===== src/rtl/chunked_ripple_adder_seq.sv =====
// chunked_ripple_adder_seq
//
// Multi-cycle wide adder. A WIDTH-bit add is split into WIDTH/CHUNK chunks that
// are fed one per clock, LSB chunk first, through a single CHUNK-bit ripple-carry
// adder. The carry between chunks is held in a register, so one small adder
// replaces a full-width one at the cost of WIDTH/CHUNK cycles of latency.
//
// Ports:
//   clk    in   1      rising-edge clock
//   rst_n  in   1      asynchronous active-low reset
//   start  in   1      request; a/b/cin are sampled on the edge that accepts it
//   a      in   WIDTH  operand A
//   b      in   WIDTH  operand B
//   cin    in   1      carry-in to the LSB chunk
//   busy   out  1      high while chunks are being added
//   done   out  1      one-cycle pulse: sum/c_out were just updated
//   sum    out  WIDTH  result; holds until the next completion
//   c_out  out  1      carry out of the MSB chunk; holds with sum
//
// {c_out, sum} == a + b + cin (unsigned, modulo 2^(WIDTH+1)).

module chunked_ripple_adder_seq #(
  parameter int unsigned WIDTH = 8,
  parameter int unsigned CHUNK = 2
) (
  input  logic             clk,
  input  logic             rst_n,
  input  logic             start,
  input  logic [WIDTH-1:0] a,
  input  logic [WIDTH-1:0] b,
  input  logic             cin,
  output logic             busy,
  output logic             done,
  output logic [WIDTH-1:0] sum,
  output logic             c_out
);

  // ---------------------------------------------------------------------------
  // Derived parameters
  // ---------------------------------------------------------------------------
  localparam int unsigned NumChunks = WIDTH / CHUNK;
  // A single-chunk configuration still needs a 1-bit index.
  localparam int unsigned IdxW      = (NumChunks > 1) ? $clog2(NumChunks) : 1;
  localparam logic [IdxW-1:0] LastIdx = IdxW'(NumChunks - 1);

  localparam logic [1:0] StIdle = 2'd0;
  localparam logic [1:0] StRun  = 2'd1;
  localparam logic [1:0] StDone = 2'd2;

  // Operands must split into whole chunks; anything else is a build error.
  if ((CHUNK == 0) || (WIDTH == 0) || ((WIDTH % CHUNK) != 0)) begin : gen_width_check
    $error("chunked_ripple_adder_seq: WIDTH must be a non-zero multiple of CHUNK");
  end

  // ---------------------------------------------------------------------------
  // State
  // ---------------------------------------------------------------------------
  logic [1:0]       state_q, state_d;
  logic [IdxW-1:0]  idx_q,   idx_d;
  logic             carry_q, carry_d;
  logic [WIDTH-1:0] a_q,     a_d;
  logic [WIDTH-1:0] b_q,     b_d;
  logic [WIDTH-1:0] part_q,  part_d;
  logic [WIDTH-1:0] sum_q,   sum_d;
  logic             c_out_q, c_out_d;

  // ---------------------------------------------------------------------------
  // Chunk select: pick chunk idx of each latched operand
  // ---------------------------------------------------------------------------
  logic [CHUNK-1:0] chunk_a;
  logic [CHUNK-1:0] chunk_b;

  always_comb begin
    chunk_a = '0;
    chunk_b = '0;
    for (int unsigned k = 0; k < NumChunks; k++) begin
      if (idx_q == IdxW'(k)) begin
        chunk_a = a_q[k*CHUNK +: CHUNK];
        chunk_b = b_q[k*CHUNK +: CHUNK];
      end
    end
  end

  // ---------------------------------------------------------------------------
  // CHUNK-bit ripple-carry adder, fed by the registered inter-chunk carry
  // ---------------------------------------------------------------------------
  logic [CHUNK-1:0] chunk_sum;
  logic             chunk_cout;

  always_comb begin
    logic rc;
    rc        = carry_q;
    chunk_sum = '0;
    for (int unsigned i = 0; i < CHUNK; i++) begin
      chunk_sum[i] = chunk_a[i] ^ chunk_b[i] ^ rc;
      rc           = (chunk_a[i] & chunk_b[i]) | (rc & (chunk_a[i] ^ chunk_b[i]));
    end
    chunk_cout = rc;
  end

  // ---------------------------------------------------------------------------
  // Next-state logic
  // ---------------------------------------------------------------------------
  always_comb begin
    state_d = state_q;
    idx_d   = idx_q;
    carry_d = carry_q;
    a_d     = a_q;
    b_d     = b_q;
    part_d  = part_q;
    sum_d   = sum_q;
    c_out_d = c_out_q;

    case (state_q)
      // DONE behaves like IDLE for acceptance, which is what allows
      // back-to-back adds without an idle bubble.
      StIdle, StDone: begin
        if (start) begin
          a_d     = a;
          b_d     = b;
          carry_d = cin;
          idx_d   = '0;
          part_d  = '0;
          state_d = StRun;
        end else begin
          state_d = StIdle;
        end
      end

      StRun: begin
        // start is deliberately ignored here; operands stay as latched.
        for (int unsigned k = 0; k < NumChunks; k++) begin
          if (idx_q == IdxW'(k)) begin
            part_d[k*CHUNK +: CHUNK] = chunk_sum;
          end
        end
        carry_d = chunk_cout;

        if (idx_q == LastIdx) begin
          // Publish the complete result only now so sum never shows a partial.
          sum_d   = part_d;
          c_out_d = chunk_cout;
          idx_d   = '0;
          state_d = StDone;
        end else begin
          idx_d = idx_q + IdxW'(1);
        end
      end

      default: begin
        state_d = StIdle;
      end
    endcase
  end

  // ---------------------------------------------------------------------------
  // Registers
  // ---------------------------------------------------------------------------
  always_ff @(posedge clk or negedge rst_n) begin
    if (!rst_n) begin
      state_q <= StIdle;
      idx_q   <= '0;
      carry_q <= 1'b0;
      a_q     <= '0;
      b_q     <= '0;
      part_q  <= '0;
      sum_q   <= '0;
      c_out_q <= 1'b0;
    end else begin
      state_q <= state_d;
      idx_q   <= idx_d;
      carry_q <= carry_d;
      a_q     <= a_d;
      b_q     <= b_d;
      part_q  <= part_d;
      sum_q   <= sum_d;
      c_out_q <= c_out_d;
    end
  end

  // ---------------------------------------------------------------------------
  // Outputs
  // ---------------------------------------------------------------------------
  always_comb begin
    busy  = (state_q == StRun);
    done  = (state_q == StDone);
    sum   = sum_q;
    c_out = c_out_q;
  end

endmodule

===== config.mk =====
export PLATFORM = sky130hd
export DESIGN_NAME = chunked_ripple_adder_seq
export DESIGN_NICKNAME = d
export VERILOG_FILES = /design/src/rtl/chunked_ripple_adder_seq.sv
export SDC_FILE = /design/constraint.sdc
export NUM_CORES = 1
export LEC_CHECK = 0
export CAP_MARGIN = 10
export CORE_UTILIZATION = 45
export CTS_BUF_LIST = sky130_fd_sc_hd__clkbuf_8
export DETAILED_ROUTE_END_ITERATION = 10
export PLACE_DENSITY = 0.67
export SYNTH_ARGS = -nofsm -noshare
export SYNTH_HDL_FRONTEND = slang
export SYNTH_SLANG_ARGS = --single-unit

===== constraint.sdc =====
create_clock -name clk -period 3.6 [get_ports clk]
set_input_delay 0.54 -clock clk [delete_from_list [all_inputs] [get_ports clk]]
set_output_delay 0.54 -clock clk [all_outputs]
set_load 0.005 [all_outputs]

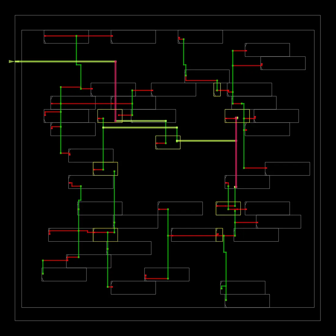
**Above:** clock nets.
cts bufs inserted: 5
clk_buf instances: 6

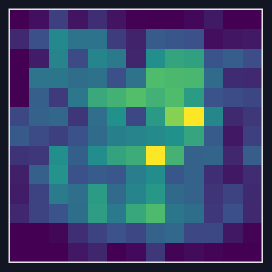
**Above:** wire density map.
(4 px per µm) 13 x 13 tiles, from dark purple (low) to yellow (high), scaled to the fullest tile. Values are wire area over tile area, all layers added.
mean over tiles: 0.13
fullest tile: 0.47
tiles over half the peak: 15%
Vias: 1268
WL per Instance: 13.1 µm

==> flow_summary.ini <==
; implementation run metrics
[worst_hold_path]
hold_depth = 2
hold_start = a_q[6]$_DFFE_PN0P_
hold_class = reg -> reg
holdPathEnd = a_q[6]$_DFFE_PN0P_

[sta]
setup_ws_ps = 822
finalSetupTns_ps = 0
grt_setup_unrepaired = false
finClkSkew_ps = 2.31
finalCritPeriodShare_pct = 77.2
timing.slew.headroom_pct = 45.8
hold_viol_final = 0
clock.fmax_mhz = 360
fin_crit_ps = 2780
tightest_slew_ps = 810
slew_violations = 0
setup_viol = 0

[pwr]
power_density_mw_per_mm2 = 968
peakVddDrop_uv = 421
p_leak_nw = 0.999

[final_layout]
drive_gt1_share_pct = 4.85
n_antenna_cell = 0
layout_top_cell = nand2_1
final_nets = 231
lay_top_cells = 69 x nand2_1, 36 x dfrtp_1, 30 x clkdlybuf4s50_1
area_growth_pct = 24.2

[job]
tool_warnings = 29
maxCapViolations = 0

[yosys]
synth_warnings = 0
synth.distinct_cells = 24
synth-adder-area-share_pct = 5.40
ys_sh_mux_pct = 3.60
top_logic_kind = simple AND/OR/NAND/NOR gates
synthFlopType = dfrtp_1
ys_sh_simple_pct = 19.6
synth_seq_share_pct = 54.0
topCellsByArea = dfrtp_1 54%, nand2_1 16%, o21ai_0 3.9%, a22o_1 3.7%, mux2i_1 3.6%
xor_share_pct = 0
netlist_top_cells_count = 69 x nand2_1, 36 x dfrtp_1, 13 x o21ai_0
yosysMostFrequentCell = nand2_1
synthArstFlopShare_pct = 100
yosys_area_mm2 = 0.00167
syn_inst = 177
edf_count = 0
fp_nets = 203
ys_cells = 177
ys.flops = 36
syn_avg_cell_area_um2 = 9.43
synth_top_cell_by_area = dfrtp_1
top_cell_area_share_pct = 54.0
mappedNetlistArea_mm2 = 0.00167
ys_sh_aoi_pct = 12.5

[worst_setup_path]
rr_startpoint = idx_q[0]$_DFFE_PN0P_
critPathMaxStageDelay_ps = 540
cp-end-kind = register
rr_endpoint = sum[5]$_DFFE_PN0P_
reg2reg_slack_ps = 820
critPathKind = reg -> reg
crit_slowest_cell = fa_1
path_buffers = 2
crit_arrival_ps = 2910
cp_top_family = adder cells
cp_max_fo = 10
rr_worst_depth = 10
start_kind = register
cp_cell_sequence = inv_1 > ha_1 > nand2_1 > o211ai_1 > o311ai_1 > fa_1 > fa_1 > inv_1 > mux2i_1 > o21ai_0
cp.required_ps = 3740

[clock_network]
holdBufCountCts = 0
ctsResizeCount = 0
clockBufferDepth = 2
clock_sinks = 36
path_clk_slew_ps = 60
h-tree-depth = 2
cts_tree = done
root_buffer = clkbuf_8
cts_setup_buffers = 0
insertion_delay_ps = 280

[routing]
via_per_inst = 5.03
wirelength_um = 3290
ant_nets = 0
top_layer_used = met4
wl_met2_um = 1630
drtIter0Drc = 70
firstDrtPassIters = 4
met1_length_um = 1490
remaining_drc_errors = 0
wl_met3_um = 143

[placed_design]
routabilityCongestion = 0.837
port_buffers = 30
dp_hpwl_um = 2410
place_area_mm2 = 0.00198
pre_cts_slack_ps = 825

[floorplan]
io-pin-count = 31
die_area_mm2 = 0.00396
initCoreUtil_pct = 48.5
die_x_um = 62.9
die_h_um = 62.9

[grt]
grt_max_degree = 37
busiest_layer = met2
grt_util_met2_pct = 30.4
grt_usage_pct = 18.5
grtUsageMet3_pct = 4.56
grt_pass1_wl_um = 5710
overflow = 0
grt_pass1_vias = 1260
gr-usage-met1_pct = 23.7
antenna_found_initial = 0

[outcome]
status = completed
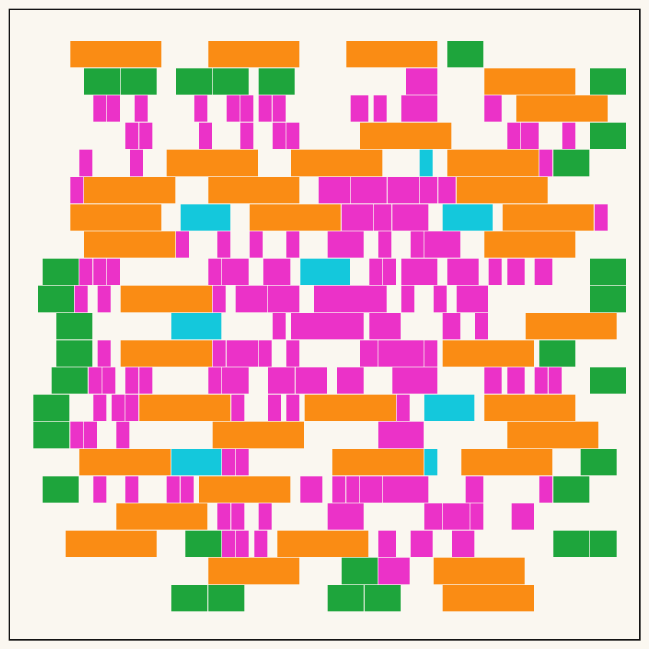
**Above:** placed cells, one colour a class.
(10 px per µm)
[cyan] clock drivers and dummy loads | cells: 8 | share of their area: 4.5%
[orange] sequential cells | cells: 36 | share of their area: 45%
[green] remaining buffers and delay cells | cells: 31 | share of their area: 15%
[magenta] combinational and other logic | cells: 131 | share of their area: 36%
post-route cell area: 0.00207 mm²
Std-Cell Rows: 21
Core Region: 0.00344 mm²

-- worst max path at each step --
stage / from / endpoint / slack, ps / cells past startpoint
final: idx_q[0]$_DFFE_PN0P_ / sum[5]$_DFFE_PN0P_ / 820 / 10
after global routing: idx_q[0]$_DFFE_PN0P_ / sum[5]$_DFFE_PN0P_ / 640 / 10
after CTS: idx_q[0]$_DFFE_PN0P_ / sum[5]$_DFFE_PN0P_ / 810 / 10
after detailed placement: idx_q[0]$_DFFE_PN0P_ / sum[5]$_DFFE_PN0P_ / 820 / 10
after global placement: idx_q[1]$_DFFE_PN0P_ / part_q[3]$_DFFE_PN0P_ / 930 / 9
after floorplan: idx_q[0]$_DFFE_PN0P_ / part_q[1]$_DFFE_PN0P_ / 1030 / 10
-- cell type report --
class / instances / area (µm²)
Fill cell: 305 / 1370
Sequential cell: 36 / 901
Multi-Input combinational cell: 123 / 686
Timing Repair Buffer: 31 / 308
Clock buffer: 6 / 82.6
Tap cell: 46 / 57.6
Inverter: 8 / 31.3
Clock inverter: 2 / 7.51
-- flip-flops by register name, summed over array words and instances (netlist names) --
register and cells:
carry_q 1, a_q 8, part_q 6, b_q 8, c_out 1, state_q 2
idx_q 2, sum 8
-- stage by stage --
| step | total power [mW] | hold slack, ps | cells | util, % |
|---|---|---|---|---|
| after CTS | 2.02 | 480 | 252 | 60.2 |
| after global placement | 1.70 | 460 | 244 | 57.6 |
| after floorplan | 1.41 | 244 | 177 | - |
| final | 2.01 | 477 | 252 | 60.2 |
| after detailed placement | 1.74 | 463 | 244 | 57.6 |
| after global routing | 2.18 | 503 | 252 | 60.2 |
-- power breakdown --
group | leakage, nW | switching, mW | internal [mW]
clock | 0.0538 | 0.129 | 0.150
sequential | 0.451 | 0.110 | 0.593
combinational | 0.494 | 0.569 | 0.456
No activity file was given, so power comes from the tool's default toggle rates.
